[config.mk]
export PLATFORM = sky130hd
export DESIGN_NAME = bcd_scan_display
export DESIGN_NICKNAME = d
export VERILOG_FILES = /design/src/rtl/bcd_scan_display.sv
export SDC_FILE = /design/constraint.sdc
export NUM_CORES = 1
export LEC_CHECK = 0
export ABC_AREA = 1
export CELL_PAD_IN_SITES_DETAIL_PLACEMENT = 1
export CELL_PAD_IN_SITES_GLOBAL_PLACEMENT = 1
export CORE_UTILIZATION = 41
export CTS_CLUSTER_DIAMETER = 200
export DETAILED_ROUTE_END_ITERATION = 8
export DONT_BUFFER_PORTS = 1
export GPL_TIMING_DRIVEN = 0
export PLACE_DENSITY_LB_ADDON = 0.1
export SLEW_MARGIN = 15
export SYNTH_ARGS = -nofsm -noshare
export SYNTH_HDL_FRONTEND = slang
export SYNTH_SLANG_ARGS = --single-unit
export TNS_END_PERCENT = 5
[constraint.sdc]
create_clock -name clk -period 1.95 [get_ports clk]
set_clock_uncertainty 0.2 [all_clocks]
set_input_delay 0.39 -clock clk [delete_from_list [all_inputs] [get_ports clk]]
set_output_delay 0.39 -clock clk [all_outputs]
set_load 0.01 [all_outputs]
[src/rtl/bcd_scan_display.sv]
// Multi-digit 7-segment scan controller: captures packed BCD on load and
// time-multiplexes digits onto a shared segment bus with per-slot blanking,
// optional leading-zero suppression and a frame tick.
// Optional decimal-point support is built when BCD_SCAN_DISPLAY_DP_EN is defined.
module bcd_scan_display #(
  parameter int unsigned N_DIGITS     = 4,
  parameter int unsigned SCAN_DIV     = 50000,
  parameter int unsigned BLANK_CYCLES = 16
) (
  input  logic                  clk,
  input  logic                  rst_n,
  input  logic                  load,
  input  logic [4*N_DIGITS-1:0] digits,
  input  logic                  blank_lz,
`ifdef BCD_SCAN_DISPLAY_DP_EN
  input  logic [N_DIGITS-1:0]   dp_in,
  output logic                  seg_dp,
`endif
  output logic [6:0]            seg,
  output logic [N_DIGITS-1:0]   an,
  output logic                  frame_tick
);

  localparam int unsigned IDX_W = (N_DIGITS > 1) ? $clog2(N_DIGITS) : 1;
  localparam int unsigned CNT_W = (SCAN_DIV > 1) ? $clog2(SCAN_DIV) : 1;
  localparam int unsigned DW    = 4 * N_DIGITS;

  logic [DW-1:0]       shadow_q, shadow_d;
  logic [IDX_W-1:0]    idx_q, idx_d;
  logic [CNT_W-1:0]    cnt_q, cnt_d;
  logic [6:0]          seg_q, seg_d;
  logic [N_DIGITS-1:0] an_q, an_d;
  logic                tick_q, tick_d;
  logic [3:0]          digit_c;
  logic                higher_nz_c;
  logic                lz_blank_c;
`ifdef BCD_SCAN_DISPLAY_DP_EN
  logic [N_DIGITS-1:0] dp_q, dp_d;
  logic                seg_dp_q, seg_dp_d;
`endif

  // Segment pattern (a..g on bits 6..0) for one BCD digit; non-BCD codes are dark.
  function automatic logic [6:0] bcd_to_seg(input logic [3:0] d);
    logic [6:0] s;
    case (d)
      4'd0:    s = 7'b1111110;
      4'd1:    s = 7'b0110000;
      4'd2:    s = 7'b1101101;
      4'd3:    s = 7'b1111001;
      4'd4:    s = 7'b0110011;
      4'd5:    s = 7'b1011011;
      4'd6:    s = 7'b1011111;
      4'd7:    s = 7'b1110000;
      4'd8:    s = 7'b1111111;
      4'd9:    s = 7'b1111011;
      default: s = 7'b0000000;
    endcase
    return s;
  endfunction

  // Next-state: shadow capture, slot counter/index, and registered display outputs.
  always_comb begin
    shadow_d    = shadow_q;
    idx_d       = idx_q;
    cnt_d       = cnt_q;
    seg_d       = seg_q;
    an_d        = '0;
    tick_d      = 1'b0;
    digit_c     = shadow_q[4*idx_q +: 4];
    higher_nz_c = 1'b0;
    lz_blank_c  = 1'b0;
`ifdef BCD_SCAN_DISPLAY_DP_EN
    dp_d        = dp_q;
    seg_dp_d    = seg_dp_q;
`endif

    if (load) begin
      shadow_d = digits;
`ifdef BCD_SCAN_DISPLAY_DP_EN
      dp_d     = dp_in;
`endif
    end

    if (cnt_q == CNT_W'(SCAN_DIV - 1)) begin
      cnt_d = '0;
      idx_d = (idx_q == IDX_W'(N_DIGITS - 1)) ? '0 : idx_q + IDX_W'(1);
    end else begin
      cnt_d = cnt_q + CNT_W'(1);
    end

    // Any non-zero (including non-BCD) digit at or above the current one stops blanking.
    for (int unsigned i = 0; i < N_DIGITS; i++) begin
      if ((i >= 32'(idx_q)) && (shadow_q[4*i +: 4] != 4'd0)) higher_nz_c = 1'b1;
    end
    lz_blank_c = blank_lz && (idx_q != '0) && !higher_nz_c;
`ifdef BCD_SCAN_DISPLAY_DP_EN
    if (dp_q[idx_q]) lz_blank_c = 1'b0;
`endif

    // Segment code is latched once per slot from the pre-edge shadow contents.
    if (cnt_q == '0) begin
      seg_d = lz_blank_c ? 7'b0000000 : bcd_to_seg(digit_c);
`ifdef BCD_SCAN_DISPLAY_DP_EN
      seg_dp_d = dp_q[idx_q];
`endif
    end

    // Enables and tick are computed from the next counter state so they line up with it.
    if (32'(cnt_d) >= BLANK_CYCLES) an_d = N_DIGITS'(1) << idx_d;
    tick_d = (idx_d == IDX_W'(N_DIGITS - 1)) && (cnt_d == CNT_W'(SCAN_DIV - 1));
  end

  // State and output registers, cleared asynchronously.
  always_ff @(posedge clk or negedge rst_n) begin
    if (!rst_n) begin
      shadow_q <= '0;
      idx_q    <= '0;
      cnt_q    <= '0;
      seg_q    <= '0;
      an_q     <= '0;
      tick_q   <= 1'b0;
`ifdef BCD_SCAN_DISPLAY_DP_EN
      dp_q     <= '0;
      seg_dp_q <= 1'b0;
`endif
    end else begin
      shadow_q <= shadow_d;
      idx_q    <= idx_d;
      cnt_q    <= cnt_d;
      seg_q    <= seg_d;
      an_q     <= an_d;
      tick_q   <= tick_d;
`ifdef BCD_SCAN_DISPLAY_DP_EN
      dp_q     <= dp_d;
      seg_dp_q <= seg_dp_d;
`endif
    end
  end

  assign seg        = seg_q;
  assign an         = an_q;
  assign frame_tick = tick_q;
`ifdef BCD_SCAN_DISPLAY_DP_EN
  assign seg_dp     = seg_dp_q;
`endif

endmodule

**Ports around the boundary**

Pins as bars across the die edge, other pins in grey.
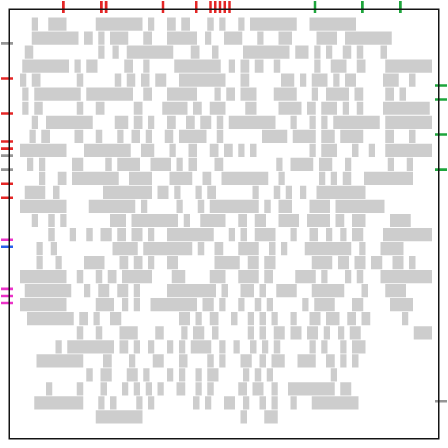
digits: shown in red, pins 16, direction input, edge 10 top, 6 left. seg: shown in green, pins 7, direction output, edge 4 right, 3 top. an: shown in magenta, pins 4, direction output, edge left. frame_tick: shown in blue, pins 1, direction output, edge left.
All pins by edge: 14 left, 13 top, 5 right.

**Wires at chosen ports, followed through buffers**

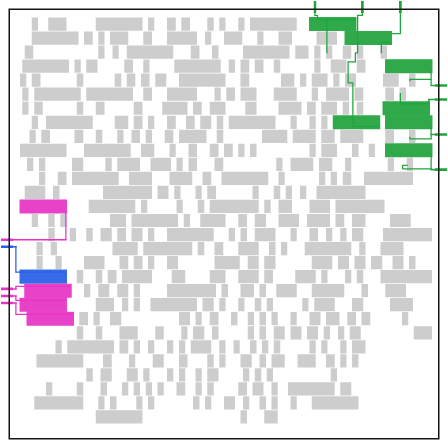
seg: shown in green, direction output, end cells 7, wire 92.7 um. an: shown in magenta, direction output, end cells 4, wire 52.9 um. frame_tick: shown in blue, direction output, end cells 1, wire 15.3 um.

**Routed metal, one colour a layer**

Scale bar: 20 um.
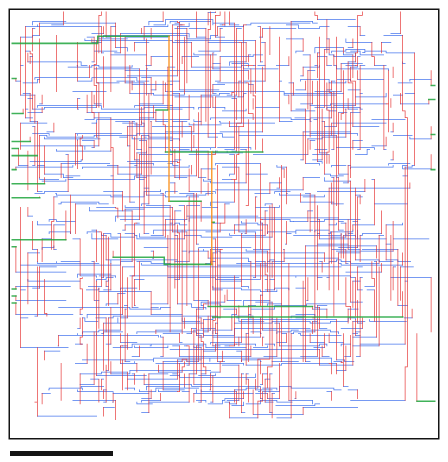
met1: shown in blue, wire length 3,620 um. met3: shown in green, wire length 181 um. met2: shown in red, wire length 3,410 um. met4: shown in orange, wire length 53.7 um.
DRT Wirelength: 7260 um
routed len/inst: 15.3 um
GRT Total Usage: 21.5%
via count: 2,401

==> deck_impl_summary.md <==
Key Metrics from the Run

Pwr
  – Leak Pwr: roughly 1.6 nW
  – Power Total: 1.82 mW
  – Pwr Density: 556 mW/mm^2
  – Worst IR Drop VDD: approximately 340 uV

Place
  – Setup Slack @ Placement: -332 ps
  – Hpwl dp: 5180 um
  – GP Congestion: about 0.82
  – Port bufs: 0
  – Placed cell count: 447
  – Post-Place Cell Area: 0.00278 sq mm

Cells and area
  – Clk cell area share: between 2 and 3%
  – Synth-to-layout area growth: 21.7%
  – Comb gates: between 200 and 300
  – Nets: 428
  – Bufs w/o clock: 24
  – Comb area share: 45.1%
  – Top cell excl fill/tap: nand2_1
  – Design area: 0.00327 sq mm
  – Flop area: 0.00116 sq mm
  – Flop share of the area: 35.5%
  – Diodes inserted: 0
  – Combinational gate area: 0.00148 sq mm
  – Invs w/o clock: ~63
  – Top cell category: combinational gates
  – Most numerous logic cells after layout: 84 x nand2_1, 57 x inv_1, 37 x dfrtp_1
  – Layout cell share with drive strength beyond 1: 23.7%
  – CLK BUF: 5
  – Non-clk buf share: 6.54%

GRT
  – Most Crowded Layer GR: met2
  – Largest net degree at the start of global routing: 47
  – Initial antenna violation count: 0
  – M2 GR Usage: 34.5%
  – First-pass GRT wire length: 11,900 um
  – Global Route met3 Usage: 3.48%
  – Vias in the first global route: 2,475
  – Met1 Use GR: a little under a third
  – Grt ovf: 0

Routing
  – Post-DRT Antenna Nets: 0
  – WL met1: 3620 um
  – Max Used Layer: met4
  – Drt first pass iters: 4
  – # DRC: 0
  – Met3 WL: ~180 um
  – DR WL met2: 3410 um
  – Avg Vias per Cell: 5.08
  – Iter 0 DRT Violations: 103

Clock tree
  – CTS tree: done
  – Clock Path Buffers: 2
  – Hold-fix buffers, CTS: 3
  – Resized cells post-CTS: 33
  – H-Tree Depth: 2
  – CTS root buf: clkbuf_8
  – Worst-Skew Late Latency: 300 ps
  – CTS Sinks: 46
  – Clock transition at path regs: approximately 100 ps

Worst setup path
  – CP Cell Sequence: buf_4 -> inv_2 -> ha_1 -> inv_1 -> nor3_1 -> and3_1 -> nand2_1 -> inv_2 -> nand2_4 -> o21ai_1
  – CP peak stage delay: approximately 440 ps
  – Worst setup path start: cnt_q[0]$_DFF_PN0_
  – Top cell family by delay on the critical path: simple AND/OR/NAND/NOR gates
  – CP Launch Type: flip-flop
  – Most frequent CP cell: inv_2
  – Reg2reg start: cnt_q[0]$_DFF_PN0_
  – Worst path required time: 1980 ps
  – Crit path max fanout: 6
  – WS Path Type: reg -> reg
  – Reg2reg setup slack: between 15 and 20 ps
  – Setup crit end: seg[6]$_DFFE_PN0N_
  – Critical path's slowest cell: dfrtp_2
  – Worst path depth: 10
  – Reg-to-Reg End: seg[6]$_DFFE_PN0N_
  – Worst path bufs/invs: 4
  – Crit path DAT: 1960 ps
  – Endpoint type of the worst setup path: flip-flop
  – R2r worst-path depth: 10

Logic synthesis
  – EDFF count, synth: 0
  – Area leader share: 42.8%
  – Synth top cell by count: nand2_1
  – Synth cell count leaders: 95 x nand2_1, 62 x inv_1, 46 x dfrtp_1, 43 x nor2_1, 35 x o21ai_0
  – Mapped Avg Cell Area: 7.26 sq um
  – Asr flop ratio synth: 100%
  – Ys cells: 370
  – Seq/Total Area, Yosys: 42.8%
  – Register bit total from synthesis: ~46
  – Gate Count Post-Synth: 370
  – Mapped Area: about 0.0027 sq mm
  – Area leader, netlist: dfrtp_1
  – Top post-synthesis cells by area: dfrtp_1 43%, nand2_1 13%, inv_1 8.7%
  – Synth Flop Type: dfrtp_1
  – YS chip area: 0.00269 sq mm
  – Cell variety after synth: 27
  – Synthesized Nets: 403
  – Synthesis Warnings: 0

STA
  – Setup TNS: 0 ps
  – Tcrit/Tclk final: between 90 and 100%
  – Final Hold Viols: 0
  – Setup violators final: 0
  – Worst Max-Slew Pin Slew: 434 ps
  – Slew Viols, Final: 0
  – Slew HR: 71.0%
  – RSZ-0062 raised after global routing: yes
  – Max Clock Freq: 517 MHz
  – Fin crit period: 1930 ps
  – Min Hold Slack: 4.41 ps
  – Final WS setup: 15.4 ps

Min path
  – Hold path depth: 2
  – Worst hold path class: in -> reg
  – Hold Path Origin: digits[14]
  – Hold EP: shadow_q[14]$_DFFE_PN0P_

Die
  – Die height: slightly above 80 um
  – Fp util: 42.3%
  – Die area: a little under 0.007 sq mm
  – Ports: 32
  – Die width: 83.0 um
  – Num tapcells: 77
  – Rows: 29

Status
  – Status: finished clean

Flow run
  – Max Cap Viol: 0
  – Tool warnings: 38
**Cell outlines without signal wires**

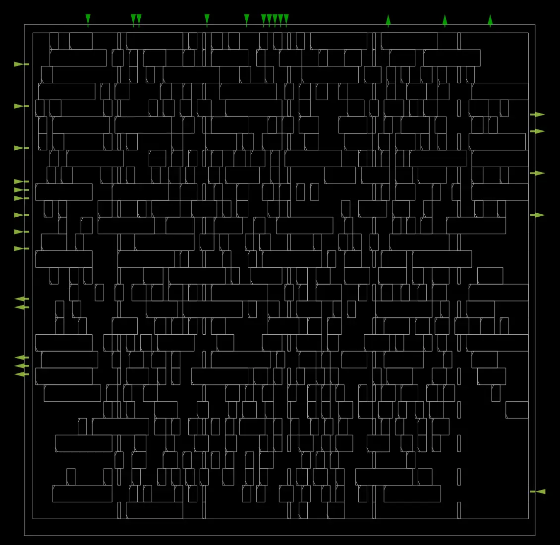
Non-Filler Instances: 473
fill cell count: 795
core region area: 0.00635 sq mm
num sequential: 46

**Clock network drawn from the DEF**

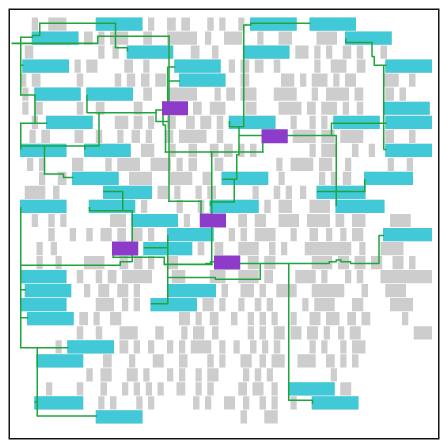
clock wires: shown in green, length 651 um. cells driving clock nets: shown in purple, count 5. flip-flops: shown in cyan, count 46.
There are 6 routed clock nets. Position of the flops: widely spread.

[cells by family (layout without fill, tap and decap cells)]
kind of cell	Yosys count	after routing	synth area share (%)
compound gates	50	50	9.64
xor+xnor	1	1	0.326
fa+ha+maj	13	13	6.05
buf+inv	69	95	9.78
flops	46	46	42.8
mux	1	1	0.419
simple gates	190	190	31.0
[where the power goes]
part | leakage (nW) | internal (mW) | switching [mW]
Clock | 0.0483 | 0.253 | 0.353
Combinational | 1.02 | 0.0671 | 0.115
Sequential | 0.571 | 0.997 | 0.0333
Total | 1.64 | 1.32 | 0.502
[worst register-to-register path: stages, from the launching register on]
cell and delay [ps]:
dfrtp_2 440, buf_4 160, inv_2 90, ha_1 150
inv_1 50, nor3_1 170, and3_1 200, nand2_1 90
inv_2 80, nand2_4 70, o21ai_1 160
Power and IR drop assume default switching activity.
